**Run 1: placement by cell class**

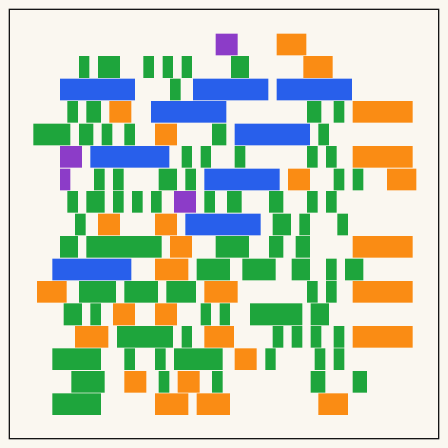
**Run 1: sequential cells colored by netlist name**

The bar under the picture is 20 µm long. Other sequential cells in the stronger gray, the rest of the logic in the fainter gray.
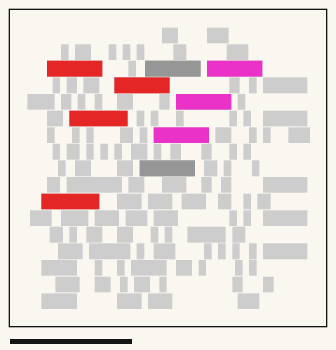
**Run 1: M3 wires**

The bar under the picture is 20 µm long.
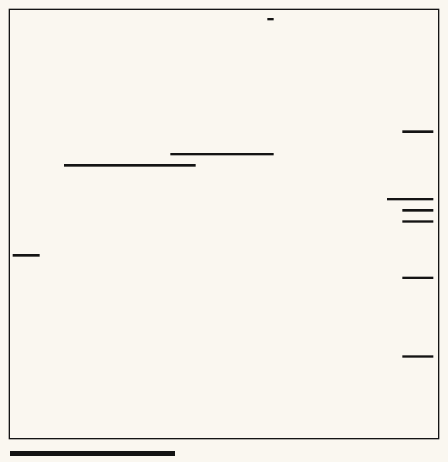
==> config.mk <==
export PLATFORM = sky130hd
export DESIGN_NAME = aes128_dec_control
export DESIGN_NICKNAME = d
export VERILOG_FILES = /design/src/rtl/aes128_dec_pkg.sv /design/src/rtl/aes128_dec_round_cnt.sv /design/src/rtl/aes128_dec_control.sv
export SDC_FILE = /design/constraint.sdc
export NUM_CORES = 1
export LEC_CHECK = 0
export ABC_AREA = 1
export CELL_PAD_IN_SITES_DETAIL_PLACEMENT = 1
export CELL_PAD_IN_SITES_GLOBAL_PLACEMENT = 1
export CORE_MARGIN = 2
export CORE_UTILIZATION = 29
export DETAILED_ROUTE_END_ITERATION = 10
export PLACE_DENSITY_LB_ADDON = 0.1
export SLEW_MARGIN = 40
export SYNTH_ARGS = -nofsm -noshare
export SYNTH_HDL_FRONTEND = slang
export SYNTH_HIERARCHICAL = 1
export SYNTH_SLANG_ARGS = --single-unit
==> constraint.sdc <==
create_clock -name clk_i -period 2.1 [get_ports clk_i]
set_clock_uncertainty 0.15 [all_clocks]
set_input_delay 0.315 -clock clk_i [delete_from_list [all_inputs] [get_ports clk_i]]
set_output_delay 0.315 -clock clk_i [all_outputs]
set_load 0.05 [all_outputs]
==> results.cfg, run 1 <==
; synthesis and place-and-route metrics
[clock_tree]
cts.sinks = 9
clk_pin_slew_ps = 60
clk_latency_ps = 260
cts-buffers-inserted = 3
clockRootBuffer = clkbuf_4
cts_buffer_depth = 2
htreeDepth = 1
cts_hold_buffers = 0
cts_tree = built

[power_and_ir_drop]
peakVddDrop_mv = 0.744
p_sw_share_pct = 53.8
intPower_uw = 783
power-per-cell-area_nw_per_um2 = 1560
netSwitchingPower_uw = 910
p_clk_share_pct = 8.1
power_frac_comb_pct = 74.1
total_leakage_power_uw = 0.000498
p_seq_share_pct = 17.8

[final_timing]
slew_viol_final = 0
worst_pin_slew_ps = 497
setup_viol = 0
slew_headroom_pct = 66.8
finalHoldViolations = 0
fin_setup_tns_ps = 0
fin_crit_sh_pct = 97.2
max_freq_mhz = 490
period_needed_ps = 2040
grt_setup_unrepaired = true

[layout]
largest_reg_flops = 4
antennaDiodeCount = 0
fillers = 276
nets = 131
layout.cells.non_filler = 150
comb_area_um2 = 454
syn_to_final_growth_pct = 63.7
drive_above_1_share_pct = 39.3

[grt]
antenna_found_initial = 0
overflow = 0
grt_max_degree = 10
grt_usage_pct = 15.7
grt_pass1_wl_mm = 3.04
grt_pass1_vias = 687

[logic_synthesis]
syn-instance-count = 93
top_cell = nand2_1
ys_cells = 93
synthTopCellsByCount = nand2_1, nor2_1, dfrtp_1, inv_1, nand3_1
postSynth.asyncResetShare_pct = 100
ys_types = 22
ys_area_um2 = 662
synthFlopType = dfrtp_1
top_area_share_pct = 34.0
yosys_warnings = 6
ys_seq_share_pct = 34.0
ys.flops = 9
top_area_cell = dfrtp_1
syn-cell-area_um2 = 662
avgSynthCellArea_um2 = 7.12
top_cells_by_area = dfrtp_1, nand2_1, nor2_1
edf_count = 0
syn-num-nets = 101

[run]
cap_violations = 0
warning_count = 30

[placed_design]
place_inst = 140
io_buffers = 17
dp_hpwl_mm = 1.45
gp_congestion = 0.714

[die]
die_w_um = 51.8
die_h_um = 51.8
die_area_um2 = 2680
rows = 17
fp_util_pct = 30.2
ios = 18

[critical_path]
arrival_ps = 1580
reg2reg_depth = 15
critPathMaxFanout = 4
r2r_slack_ps = 160
crit_type = flop to output pin
worstPathRequired_ps = 1630
critPathCaptureType = output pin
startpoint_type = flop

[routing]
drt_iter0_markers = 0
viasPerCell = 4.64
wl_per_cell_um = 12.3
drc = 0
first_pass_iters = 1
ant_nets = 0

[outcome]
status = completed

[min_path]
min_path_type = input pin to async pin
-- 'placement by cell class' (at the start) --
- remaining buffers and delay cells: orange (cells 27; share of their area 29%)
- registers: blue (cells 9; share of their area 22%)
- clock drivers and dummy loads: purple (cells 4; share of their area 2.5%)
- remaining logic cells: green (cells 82; share of their area 47%)
Final Instance Area: 1080 µm²
Core ar.: 2190 µm²
Layout Utilization: 49.5%

-- 'sequential cells colored by netlist name' (at the start) --
- u_cnt/rnd_o: red (sequential cells 4)
- r_state: magenta (sequential cells 3)
Seq group: 302 µW
sequential portion of the cell area: 21.0%
Reg area: 228 µm²

-- 'M3 wires' (at the start) --
- nets with wire on the layer: 9
- share of all routed wire: 2.9%
- longest straight run: 15.6 µm
- main direction: horizontal
met3 Use GR: 4.31%
vias: 696
Total Wirelength: 1.84 mm

==> run 1: final cells by class <==
| class | instances | share of cell area, % |
|---|---|---|
| sequential | 9 | 21.0 |
| timing repair buffer | 27 | 27.6 |
| multi-input combinational | 71 | 41.9 |
| clock buffer | 4 | 2.42 |
| tap | 28 | 3.23 |
| inverter | 11 | 3.81 |
==> run 1: metal layers <==
layer / vias up / share of wire (%) / wire [µm] / global-route usage (%)
met5: - / 0 / 0 / 0
met4: 0 / 0.87 / 16 / 5.26
met3: 2 / 2.9 / 53 / 4.31
met2: 11 / 58 / 1060 / 29.5
met1: 333 / 39 / 711 / 16.6
li1: 350 / - / - / -
==> run 1: power by group through the flow <==
stage / Combinational, µW / Sequential, µW / Clock, µW
after floorplan: 751 / 301 / 0
after global placement: 1070 / 307 / 0
after detailed placement: 1100 / 310 / 0
after CTS: 1170 / 303 / 144
after global routing: 1350 / 314 / 156
final: 1250 / 302 / 138
==> run 1: cells in the final DEF, fill, tap and decap left out, drive strengths merged <==
cell type,Yosys,layout
a211oi,1,1
a21boi,1,1
a21oi,2,2
buf,2,21
clkbuf,0,4
clkdlybuf4s50,0,6
dfrtp,9,9
ha,3,3
inv,11,11
nand2,26,26
nand3,6,6
nand4,2,2
nor2,22,22
nor3,5,5
o21ai,2,2
or2,1,1
==> run 1: logic make-up (layout without fill, tap and decap cells) <==
logic type	after synthesis	in the layout	synth area share, %
compound gates	6	6	5.29
buf+inv	13	42	9.07
fa+ha+maj	3	3	5.67
flops	9	9	34.0
simple gates	62	62	45.9
==> run 1: worst max-delay path, stage by stage, from the launching register on <==
cell and delay, ps:
dfrtp_2 440, inv_2 70, ha_1 140, nand2_1 50, nor2_1 120, inv_1 70, buf_6 130, nor3_4 110
buf_6 180
==> run 1: per-stage QoR <==
stage / util [%] / total power [µW] / instance area, µm² / hold slack (ps) / setup slack [ps]
floorplan: - / 1050 / 684 / -131 / -27.3
global placement: 42.7 / 1380 / 936 / 298 / 184
detailed placement: 42.7 / 1410 / 936 / 307 / 105
CTS: 46.0 / 1620 / 1010 / 202 / 5.01
global route: 49.5 / 1820 / 1080 / 219 / -63.9
finish: 49.5 / 1690 / 1080 / 202 / 57.9
==> run 1: what timing repair did <==
| item | in CTS | in global routing |
|---|---|---|
| gates resized | 10 | 10 |
| setup buffers | 2 | 5 |
| pin swaps | 0 | 5 |
| endpoints found under the setup margin | 6 | 10 |
**Run 1: cell density map**

The die is cut into 10 by 10 equal tiles; white is low, dark blue is high, 0 to 100% covered.
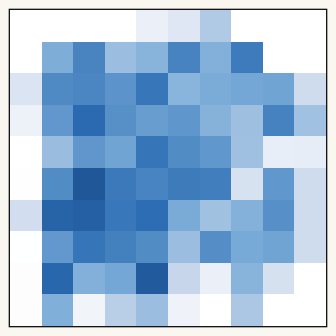

==> run 2: changes to the inputs <==
Settings changed: CELL_PAD_IN_SITES_DETAIL_PLACEMENT 1 to not set, CELL_PAD_IN_SITES_GLOBAL_PLACEMENT 1 to not set, CORE_UTILIZATION 29 to 40, PLACE_DENSITY set to 0.71, PLACE_DENSITY_LB_ADDON 0.1 to not set.
**Run 2: cell density map**

The die is cut into 9 by 9 equal tiles; white is low, dark blue is high, 0 to 100% covered.
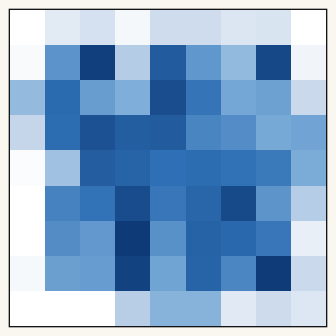
- tiles over 75% full: 26%
- mean over tiles: 49%
- nearly empty tiles: 9.9%
Core ar.: 1520 µm²
fp util: 43.4%
Layout Utilization: 65.8%

**Run 2: placement by cell class**

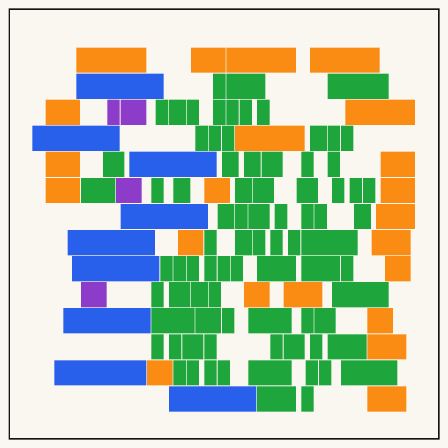
- clock drivers and dummy loads: purple (cells 4; share of their area 2.7%)
- remaining buffers and delay cells: orange (cells 22; share of their area 27%)
- remaining logic cells: green (cells 82; share of their area 48%)
- registers: blue (cells 9; share of their area 23%)
sequential portion of the cell area: 22.6%
# rows: 14
Final Instance Area: 1000 µm²

**Run 2: sequential cells colored by netlist name**

The bar under the picture is 10 µm long. Other sequential cells in the stronger gray, the rest of the logic in the fainter gray.
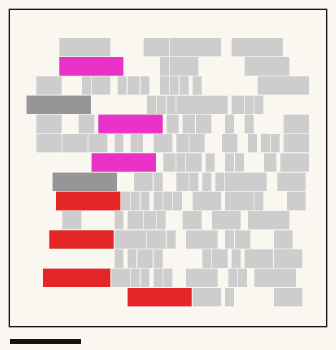
- u_cnt/rnd_o: red (sequential cells 4; where lower left)
- r_state: magenta (sequential cells 3)
Seq group: 295 µW
Reg area: 226 µm²

==> results.cfg, run 2 <==
; synthesis and place-and-route metrics
[outcome]
status = completed

[critical_path]
critPathTopFamily = flip-flops
worst-path-buf-inv = 2
critPathCaptureType = output pin
worstPathRequired_ps = 1630
cpMostUsedCell = buf_6
critPathMaxFanout = 5
startpoint_type = flop
crit_cells = 6
slowest_delay_ps = 420
reg2reg_depth = 14
cp_slowest_cell = dfrtp_1
r2r_slack_ps = 170
crit_type = flop to output pin
cp_cell_sequence = ha_1, nor2_2, a21boi_2, buf_6, nor3_4, buf_6
arrival_ps = 1560

[routing]
drt_iter0_markers = 5
ant_nets = 0
drt_wl_total_mm = 1.48
drc = 0
vias = 671
viasPerCell = 5.05
wl_per_cell_um = 11.1
first_pass_iters = 4

[grt]
grt_max_degree = 10
grt_usage_pct = 16.8
grt_pass1_wl_mm = 2.44
overflow = 0
antenna_found_initial = 0
grt_pass1_vias = 617

[logic_synthesis]
yosys_warnings = 6
syn-cell-area_um2 = 662
top_cells_by_area = dfrtp_1, nand2_1, nor2_1
postSynth.asyncResetShare_pct = 100
syn-num-nets = 101
synthFlopType = dfrtp_1
top_area_cell = dfrtp_1
ys.flops = 9
ys_cells = 93
synthTopCellsByCount = nand2_1, nor2_1, dfrtp_1, inv_1, nand3_1
edf_count = 0
ys_seq_share_pct = 34.0
top_area_share_pct = 34.0
syn-instance-count = 93
ys_types = 22
ys_area_um2 = 662
avgSynthCellArea_um2 = 7.12
top_cell = nand2_1

[clock_tree]
cts_tree = built
clk_latency_ps = 250
clockRootBuffer = clkbuf_4
htreeDepth = 1
cts_buffer_depth = 2
cts.sinks = 9
cts-buffers-inserted = 3
clk_pin_slew_ps = 60

[power_and_ir_drop]
total_leakage_power_uw = 0.000472
peakVddDrop_mv = 0.675
power-per-cell-area_nw_per_um2 = 1590
finalPower_uw = 1590

[die]
die_h_um = 44.7
ios = 18
die_w_um = 44.7
die_area_um2 = 2000

[layout]
drive_above_1_share_pct = 34.2
syn_to_final_growth_pct = 51.4
lay_top_count = nand2_1
layout.cells.non_filler = 133
nets = 126
mostFrequentLayoutCells = nand2_1, nor2_1, dfrtp_1
largest_reg_flops = 4
antennaDiodeCount = 0

[placed_design]
gp_congestion = 0.844
place_inst = 126
io_buffers = 17
pre_cts_ws_ps = 99.6
dp_hpwl_mm = 1.17

[run]
cap_violations = 0
warning_count = 30

[min_path]
min_path_type = input pin to async pin

[final_timing]
max_freq_mhz = 493
fin_crit_sh_pct = 96.6
worst_pin_slew_ps = 494
finalHoldViolations = 0
fin_setup_tns_ps = 0
slew_headroom_pct = 67.0
fin_ws_ps = 71.5
period_needed_ps = 2030
grt_setup_unrepaired = true
setup_viol = 0
slew_viol_final = 0
## run 2: cell counts after synthesis
No cell type changed its count.
## run 2: cell type report
cell class | instances | area [µm²]
Fill cell | 138 | 522
Multi-Input combinational cell | 71 | 427
Clock buffer | 4 | 26.3
Tap cell | 16 | 20.0
Inverter | 11 | 41.3
Timing Repair Buffer | 22 | 262
Sequential cell | 9 | 226
## run 2: power breakdown
part	internal (µW)	switching [µW]	total, µW
sequential	225	70.2	295
clock	72.7	52.3	125
combinational	439	730	1170
total	737	853	1590
## run 2: kinds of logic after synthesis
family                     Yosys count  share of synthesized area [%]
and+or+nand+nor                     62                           45.9
buffers and inverters               13                           9.07
DFF                                  9                           34.0
AOI/OAI and AO/OA                    6                           5.29
adders and majority gates            3                           5.67
## run 2: worst reg2reg max path: cells and delay by family (launching register included)
family / cells / cell delay (ps)
buffers and inverters: 4 / 430
and+or+nand+nor: 9 / 640
DFF: 1 / 410
adders and majority gates: 1 / 190
## run 2: layer usage
metal	share of wire (%)	GRT usage [%]	vias up
li1	-	-	341
met1	45	21.9	300
met2	48	27.8	26
met3	6.0	1.63	4
met4	1.2	7.88	0
met5	0	0	-
## run 2: repair_timing
action,4_1_cts,5_1_grt
gates resized,4,10
setup buffers,2,1
pin swaps,0,0
hold buffers,0,0
endpoints found under the hold margin,0,0
endpoints found under the setup margin,6,8
## run 2: through the flow
stage          utilization (%)  area (µm²)  hold slack, ps
3_5_place_dp              59.4         906             308
6_report                  65.8        1000             202
4_1_cts                   63.1         962             209
2_1_floorplan                -         684            -131
3_3_place_gp              59.4         906             304
5_1_grt                   65.8        1000             227
No activity file was given, so power comes from the tool's default toggle rates.
